Congestion heat map:
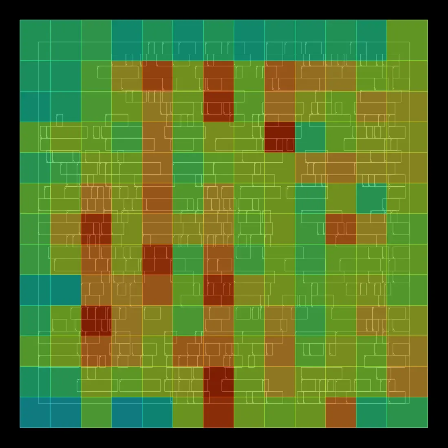
Cells colored by class:
The bar under the picture is 20 um long.
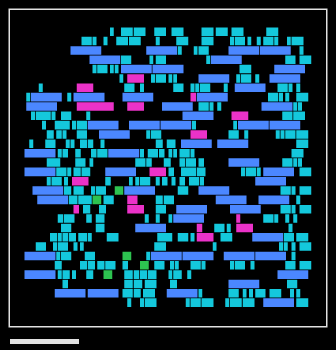
Routed clock nets over the placement:
The bar under the picture is 20 um long.
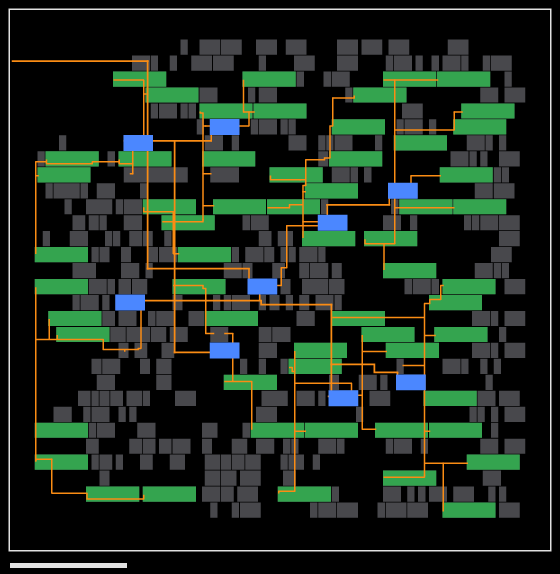
Gate families picked out:
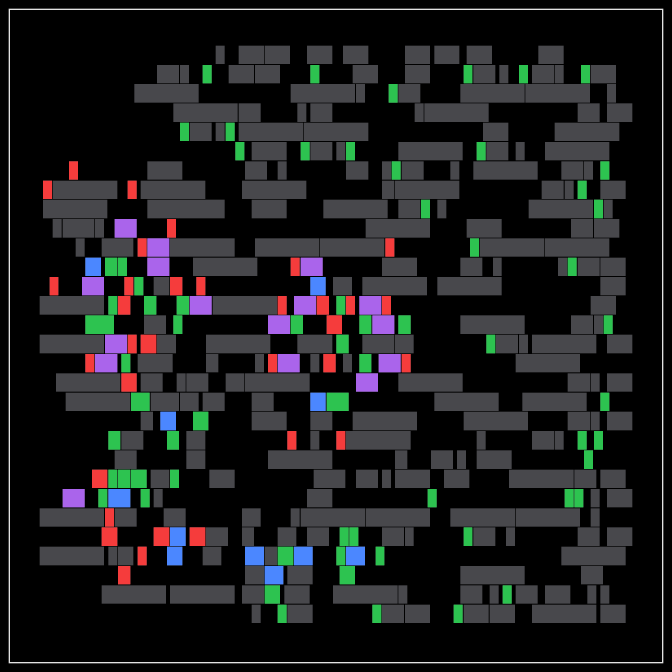
Sequential cells grouped by signal name:
The bar under the picture is 20 um long. Other sequential cells in the stronger gray, the rest of the logic in the fainter gray.
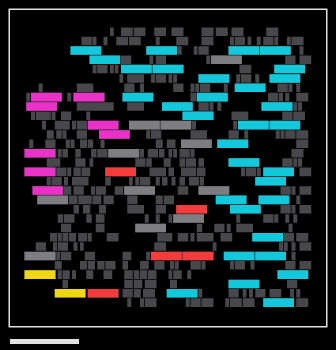
## src/rtl/regfile_write_arbiter.sv

```systemverilog
// regfile_write_arbiter
// Shares the register-file write port between the pipeline writeback (WB),
// the SIMD FIR unit and the debug host. WB has absolute priority; SIMD and
// debug share the leftover slots round-robin. A per-requester wait counter
// forces a pipeline stall so a starving secondary always gets a slot.
// Optional feature macro: WARB_STATS_EN adds transfer/stall statistics ports.
module regfile_write_arbiter #(
  parameter int MAX_WAIT = 8,   // legal range 1..255
  parameter int DATA_W   = 32
) (
  input  logic              clk,
  input  logic              reset,
  input  logic              wb_we_i,
  input  logic [4:0]        wb_wa_i,
  input  logic [DATA_W-1:0] wb_wd_i,
  input  logic              simd_valid_i,
  output logic              simd_ready_o,
  input  logic [4:0]        simd_wa_i,
  input  logic [DATA_W-1:0] simd_wd_i,
  input  logic              dbg_valid_i,
  output logic              dbg_ready_o,
  input  logic [4:0]        dbg_wa_i,
  input  logic [DATA_W-1:0] dbg_wd_i,
`ifdef WARB_STATS_EN
  output logic [31:0]       stat_simd_o,
  output logic [31:0]       stat_dbg_o,
  output logic [31:0]       stat_stall_o,
`endif
  output logic              stall_o,
  output logic              RegWrite_o,
  output logic [4:0]        WA_o,
  output logic [DATA_W-1:0] WD_o
);

  typedef enum logic [1:0] {
    S_NORMAL    = 2'd0,   // WB first, secondaries round-robin
    S_STALL_REQ = 2'd1,   // stall raised, draining in-flight WB writes
    S_FORCED    = 2'd2    // one slot reserved for a starving secondary
  } state_t;

  typedef enum logic {
    RR_SIMD = 1'b0,
    RR_DBG  = 1'b1
  } rr_t;

  localparam logic [7:0] MAX_CNT = 8'(MAX_WAIT);

  // Registers 0 and 30 are never written; such writes are dropped here.
  function automatic logic is_discard(input logic [4:0] addr);
    return (addr == 5'd0) || (addr == 5'd30);
  endfunction

  state_t            state, state_nxt;
  rr_t               rr_ptr;
  logic [7:0]        simd_wait, dbg_wait;
  logic [7:0]        simd_wait_nxt, dbg_wait_nxt;
  logic              simd_grant, dbg_grant, rr_toggle, wb_pass;
  logic              wb_real, simd_starve, dbg_starve, any_max;
  logic              wr_en;
  logic [4:0]        wr_wa;
  logic [DATA_W-1:0] wr_wd;

  assign wb_real      = wb_we_i && !is_discard(wb_wa_i);
  assign simd_starve  = simd_valid_i && (simd_wait == MAX_CNT);
  assign dbg_starve   = dbg_valid_i && (dbg_wait == MAX_CNT);
  assign simd_ready_o = simd_grant;
  assign dbg_ready_o  = dbg_grant;

  // Grant selection, wait-counter update and next-state decision.
  always_comb begin
    // NOTE: every signal driven here gets a default first, so no path through
    // the case statement can leave one unassigned and infer a latch.
    state_nxt     = state;
    simd_grant    = 1'b0;
    dbg_grant     = 1'b0;
    rr_toggle     = 1'b0;
    wb_pass       = 1'b0;
    simd_wait_nxt = 8'd0;
    dbg_wait_nxt  = 8'd0;
    any_max       = 1'b0;

    unique case (state)
      S_NORMAL: begin
        if (wb_real) begin
          wb_pass = 1'b1;
        end else if (simd_valid_i && dbg_valid_i) begin
          simd_grant = (rr_ptr == RR_SIMD);
          dbg_grant  = (rr_ptr == RR_DBG);
          rr_toggle  = 1'b1;
        end else begin
          simd_grant = simd_valid_i;
          dbg_grant  = dbg_valid_i;
        end
      end
      S_STALL_REQ: begin
        wb_pass = wb_real;
      end
      S_FORCED: begin
        // Any WB write here breaks the stall contract and is dropped.
        if (simd_starve && dbg_starve) begin
          simd_grant = (rr_ptr == RR_SIMD);
          dbg_grant  = (rr_ptr == RR_DBG);
          rr_toggle  = 1'b1;
        end else begin
          simd_grant = simd_starve;
          dbg_grant  = dbg_starve;
        end
      end
      default: ;
    endcase

    // A counter tracks consecutive cycles spent valid but not accepted.
    if (simd_valid_i && !simd_grant)
      simd_wait_nxt = (simd_wait == MAX_CNT) ? MAX_CNT : simd_wait + 8'd1;
    if (dbg_valid_i && !dbg_grant)
      dbg_wait_nxt = (dbg_wait == MAX_CNT) ? MAX_CNT : dbg_wait + 8'd1;
    any_max = (simd_wait_nxt == MAX_CNT) || (dbg_wait_nxt == MAX_CNT);

    unique case (state)
      S_NORMAL:    state_nxt = any_max ? S_STALL_REQ : S_NORMAL;
      S_STALL_REQ: state_nxt = wb_real ? S_STALL_REQ : S_FORCED;
      S_FORCED:    state_nxt = any_max ? S_STALL_REQ : S_NORMAL;
      default:     state_nxt = S_NORMAL;
    endcase
  end

  // Select the write that will be presented to the register file next cycle.
  always_comb begin
    wr_en = 1'b0;
    wr_wa = wb_wa_i;
    wr_wd = wb_wd_i;
    if (simd_grant) begin
      wr_en = !is_discard(simd_wa_i);
      wr_wa = simd_wa_i;
      wr_wd = simd_wd_i;
    end else if (dbg_grant) begin
      wr_en = !is_discard(dbg_wa_i);
      wr_wa = dbg_wa_i;
      wr_wd = dbg_wd_i;
    end else if (wb_pass) begin
      wr_en = 1'b1;
    end
  end

  // Arbiter state: FSM, round-robin pointer and wait counters.
  always_ff @(posedge clk or posedge reset) begin
    // NOTE: non-blocking assignments make every register sample the same
    // pre-edge values, independent of statement order.
    if (reset) begin
      state     <= S_NORMAL;
      rr_ptr    <= RR_SIMD;
      simd_wait <= 8'd0;
      dbg_wait  <= 8'd0;
    end else begin
      state     <= state_nxt;
      simd_wait <= simd_wait_nxt;
      dbg_wait  <= dbg_wait_nxt;
      if (rr_toggle)
        rr_ptr <= (rr_ptr == RR_SIMD) ? RR_DBG : RR_SIMD;
    end
  end

  // Registered write port and stall; stall stays up one cycle past the FSM.
  always_ff @(posedge clk or posedge reset) begin
    if (reset) begin
      stall_o    <= 1'b0;
      RegWrite_o <= 1'b0;
      WA_o       <= 5'd0;
      WD_o       <= '0;
    end else begin
      stall_o    <= (state != S_NORMAL) || (state_nxt != S_NORMAL);
      RegWrite_o <= wr_en;
      if (wr_en) begin
        WA_o <= wr_wa;
        WD_o <= wr_wd;
      end
    end
  end

`ifdef WARB_STATS_EN
  // Statistics: useful secondary transfers and stalled cycles, wrapping.
  always_ff @(posedge clk or posedge reset) begin
    if (reset) begin
      stat_simd_o  <= 32'd0;
      stat_dbg_o   <= 32'd0;
      stat_stall_o <= 32'd0;
    end else begin
      if (simd_grant && !is_discard(simd_wa_i)) stat_simd_o <= stat_simd_o + 32'd1;
      if (dbg_grant && !is_discard(dbg_wa_i))   stat_dbg_o  <= stat_dbg_o + 32'd1;
      if (stall_o)                              stat_stall_o <= stat_stall_o + 32'd1;
    end
  end
`endif

  // A WB write must never reach the arbiter while a forced slot is running.
  wb_in_forced: assert property (@(posedge clk) disable iff (reset)
    !(state == S_FORCED && wb_real));

endmodule

```

## config.mk

```make
export PLATFORM = sky130hd
export DESIGN_NAME = regfile_write_arbiter
export DESIGN_NICKNAME = d
export VERILOG_FILES = /design/src/rtl/regfile_write_arbiter.sv
export SDC_FILE = /design/constraint.sdc
export NUM_CORES = 1
export LEC_CHECK = 0
export CAP_MARGIN = 25
export CORE_MARGIN = 4
export CORE_UTILIZATION = 47
export DETAILED_ROUTE_END_ITERATION = 7
export DONT_BUFFER_PORTS = 1
export HOLD_SLACK_MARGIN = 0.15
export PLACE_DENSITY_LB_ADDON = 0.05
export SETUP_SLACK_MARGIN = 0.2
export SLEW_MARGIN = 10
export SYNTH_ARGS = -nofsm -noshare
export SYNTH_HDL_FRONTEND = slang
export SYNTH_SLANG_ARGS = --single-unit
```

## constraint.sdc

```tcl
create_clock -name clk -period 4.3 [get_ports clk]
set_input_delay 1.29 -clock clk [delete_from_list [all_inputs] [get_ports clk]]
set_output_delay 1.29 -clock clk [all_outputs]
set_load 0.02 [all_outputs]
```

==> impl_metrics.csv <==
group,metric,value,unit
placement,placement.cell_area,0.00335,mm2
synth,ys_cells,349,
clock_tree,tritoncts,"yes",
synth,synth.most_common_cell,"sky130_fd_sc_hd__dfrtp_1",
critical_path,critPathLaunchType,"input pin",
sta,timing.final.crit_period,4.03,ns
global_routing,overflow_left_after_global_routing,0,
clock_tree,ctsLongestPathBuffers,2,
floorplan,pin_count,157,
critical_path,critPathCaptureType,"primary output",
final_layout,finalInstanceArea,0.00355,mm2
synth,synth.distinct_cells,43,
synth,ys_chip_area,0.00332,mm2
critical_path,path_class,"in2out",
min_path,hp-class,"reg2reg",
sta,relSlewSlack,0.515,
sta,timing.final.ws_setup,0.274,ns
outcome,outcome,"finished, final reports clean",
critical_path,timing.critical_path.from,"wb_wa_i[1]",
synth,post_synth_instance_area,0.00332,mm2
global_routing,grt_max_degree,38,
placement,placement.io_buffers,0,
job,count_of_warning_messages_emitted_by_the_tools,28,
route,drt_iter0_markers,102,
final_layout,antenna_cells,0,
job,cap_viol_max_count,0,
synth,synth.avg_cell_area,9.50,um2
route,route.antenna.remaining_nets,0,
synth,synthArstFlopShare,1.00,
route,detailedRoute.firstPassIterationCount,4,
final_layout,design.final.nets,467,
clock_tree,clock-sinks,58,
clock_tree,cts_inserted_buffers,9,
global_routing,grt.total_usage,0.198,
global_routing,first_pass_grt_wire_length,13300,um
synth,enable_flop_cells,0,
synth,syn_nets,469,
sta,post-route-period-util,0.936,
route,detail_route.vias_per_cell,5.66,
clock_tree,clkTransAtPathRegs,0.07,ns
global_routing,antenna_found_initial,0,
pwr,vdd_drop_max,0.223,mV
sta,final.setup.tns,0,ns
floorplan,die_w,92.0,um
sta,final_hold_vios,0,
synth,postSynthRegisterBits,58,
floorplan,initial_standard_cell_utilization_of_the_core,0.486,
sta,worst-slew-pin-transition,0.727,ns
min_path,min_from,"rr_ptr$_DFFE_PP0P_",
global_routing,grt_pass1_vias,2487,
synth,top_area_frac,0.438,
placement,dp_hpwl,6160,um
critical_path,cp.arrival,2.74,ns
final_layout,filler_cells_inserted,670,
critical_path,cp_max_fo,6,
synth,synth.area.top_cells,"sky130_fd_sc_hd__dfrtp_1 (44%), sky130_fd_sc_hd__mux2i_1 (11%), sky130_fd_sc_hd__o221ai_1 (9.5%), sky130_fd_sc_hd__inv_1 (5.3%), sky130_fd_sc_hd__nand2_1 (5.3%)",
floorplan,rows,30,
sta,achievable-frequency,0.248,GHz
clock_tree,cts_htree_levels,3,
synth,dominantRegCellSynth,"sky130_fd_sc_hd__dfrtp_1",
floorplan,die-area,0.00846,mm2
synth,ys.warnings.count,0,
synth,synthesis.instances,349,
pwr,power.leakage,1.68,nW
About 'congestion heat map':
Wirelength per Cell: 18.7 um
peak-usage layer in the global routing report: met2
met1 Use GR: 0.246
met2 track demand over resource in global routing: 0.327

About 'cells colored by class':
other buffers and delay cells -> green  # cells 5, share of their area 1.1%
clock drivers and dummy loads -> magenta  # cells 16, share of their area 5.7%
all other logic -> cyan  # cells 273, share of their area 51%
flops -> blue  # cells 58, share of their area 42%
core area: 0.00683 mm2
Final Core Density: 0.520

About 'routed clock nets over the placement':
flip-flops -> green  # count 58
clock wires -> orange  # length 772 um
cells driving clock nets -> blue  # count 9
flops lie = all over the die
Clock Skew: 0.00945 ns
clock power share: 0.272
Clk Latency, worst-skew pair: 0.33 ns

About 'gate families picked out':
NOR gates -> red  # cells 33
NAND gates -> green  # cells 66, where all over the die
XOR/XNOR gates -> purple  # cells 16
AND and OR gates -> blue  # cells 11
most frequent standard cell in the layout excluding fill and tap cells: sky130_fd_sc_hd__dfrtp_1
non-filler instance count after layout: 448
multi-input gate share of total cell area: 0.441

About 'sequential cells grouped by signal name':
simd_wait -> magenta  # sequential cells 8
WD_o -> cyan  # sequential cells 32
WA_o -> red  # sequential cells 5, where bottom center
state -> yellow  # sequential cells 2
not colored = 11
sequential portion of the cell area: 0.409
area occupied by registers: 0.00145 mm2
Sequential Power: 0.919 mW

-- worst paths after layout --
path,cells after the start,end
max,5,dbg_ready_o
min,1,rr_ptr$_DFFE_PP0P_
max reg2reg,9,WD_o[6]$_DFFE_PP0P_
min reg2reg,1,rr_ptr$_DFFE_PP0P_
max in group asynchronous,2,WA_o[0]$_DFFE_PP0P_
min in group asynchronous,1,WD_o[15]$_DFFE_PP0P_
-- state kept, by name, summed over array words and instances, names as in the netlist --
signal and count:
WD_o 32, dbg_wait 8, simd_wait 8, WA_o 5
state 2, RegWrite_o 1, rr_ptr 1, stall_o 1
-- cells in the final DEF (no fill, tap or decap), drive strengths merged, types with 5 or more instances in the layout --
cell	n
nor3	5
buf	5
dfrtp	58
clkinv	5
xnor2	11
inv	47
nor2	22
clkbuf	11
xor2	5
nand3	11
nand2	47
mux2i	36
o221ai	36
-- through the flow --
step	utilization	hold slack [ns]	power, mW	std cells
2_1_floorplan	-	0.467	1.23	349
3_3_place_gp	0.491	0.486	1.32	432
3_5_place_dp	0.491	0.489	1.33	432
4_1_cts	0.520	0.503	1.83	448
5_1_grt	0.520	0.549	1.92	448
6_report	0.520	0.502	1.80	448
-- power by group --
part / switching (mW) / total (mW) / leakage [nW] / internal [mW]
logic: 0.228 / 0.389 / 0.854 / 0.160
clock network: 0.208 / 0.489 / 0.103 / 0.281
registers: 0.247 / 0.919 / 0.726 / 0.672
total: 0.683 / 1.80 / 1.68 / 1.11
-- cell type report --
class / count / area, um2 / share of cell area
Timing Repair Buffer: 5 / 37.5 / 0.0106
Multi-Input combinational cell: 225 / 1560 / 0.441
Clock inverter: 5 / 53.8 / 0.0152
Tap cell: 96 / 120 / 0.0338
Clock buffer: 11 / 141 / 0.0398
Inverter: 48 / 181 / 0.0511
Sequential cell: 58 / 1450 / 0.409
-- worst max-delay path: stages --
cell	delay, ns
sky130_fd_sc_hd__or4_1	0.50
sky130_fd_sc_hd__a21o_1	0.23
sky130_fd_sc_hd__a211o_1	0.34
sky130_fd_sc_hd__and2_2	0.22
sky130_fd_sc_hd__clkinv_2	0.15
-- kinds of logic (layout without fill, tap and decap cells) --
kind of cell / after synthesis / after routing / share of synthesized area
multiplexers: 36 / 36 / 0.109
buffers and inverters: 66 / 69 / 0.0920
AND-OR/OR-AND: 59 / 59 / 0.151
flip-flops: 58 / 58 / 0.438
AND/OR/NAND/NOR: 110 / 110 / 0.154
XOR/XNOR: 16 / 16 / 0.0422
adder cells (fa/ha/maj): 4 / 4 / 0.0151
-- layer usage --
layer | vias to the layer above | global-route usage | share of wire
met5 | - | 0 | 0
met4 | 0 | 0.0718 | 0.012
met3 | 10 | 0.0599 | 0.076
met2 | 94 | 0.327 | 0.50
met1 | 1205 | 0.246 | 0.41
li1 | 1225 | - | -
No activity file was given, so power comes from the tool's default toggle rates.
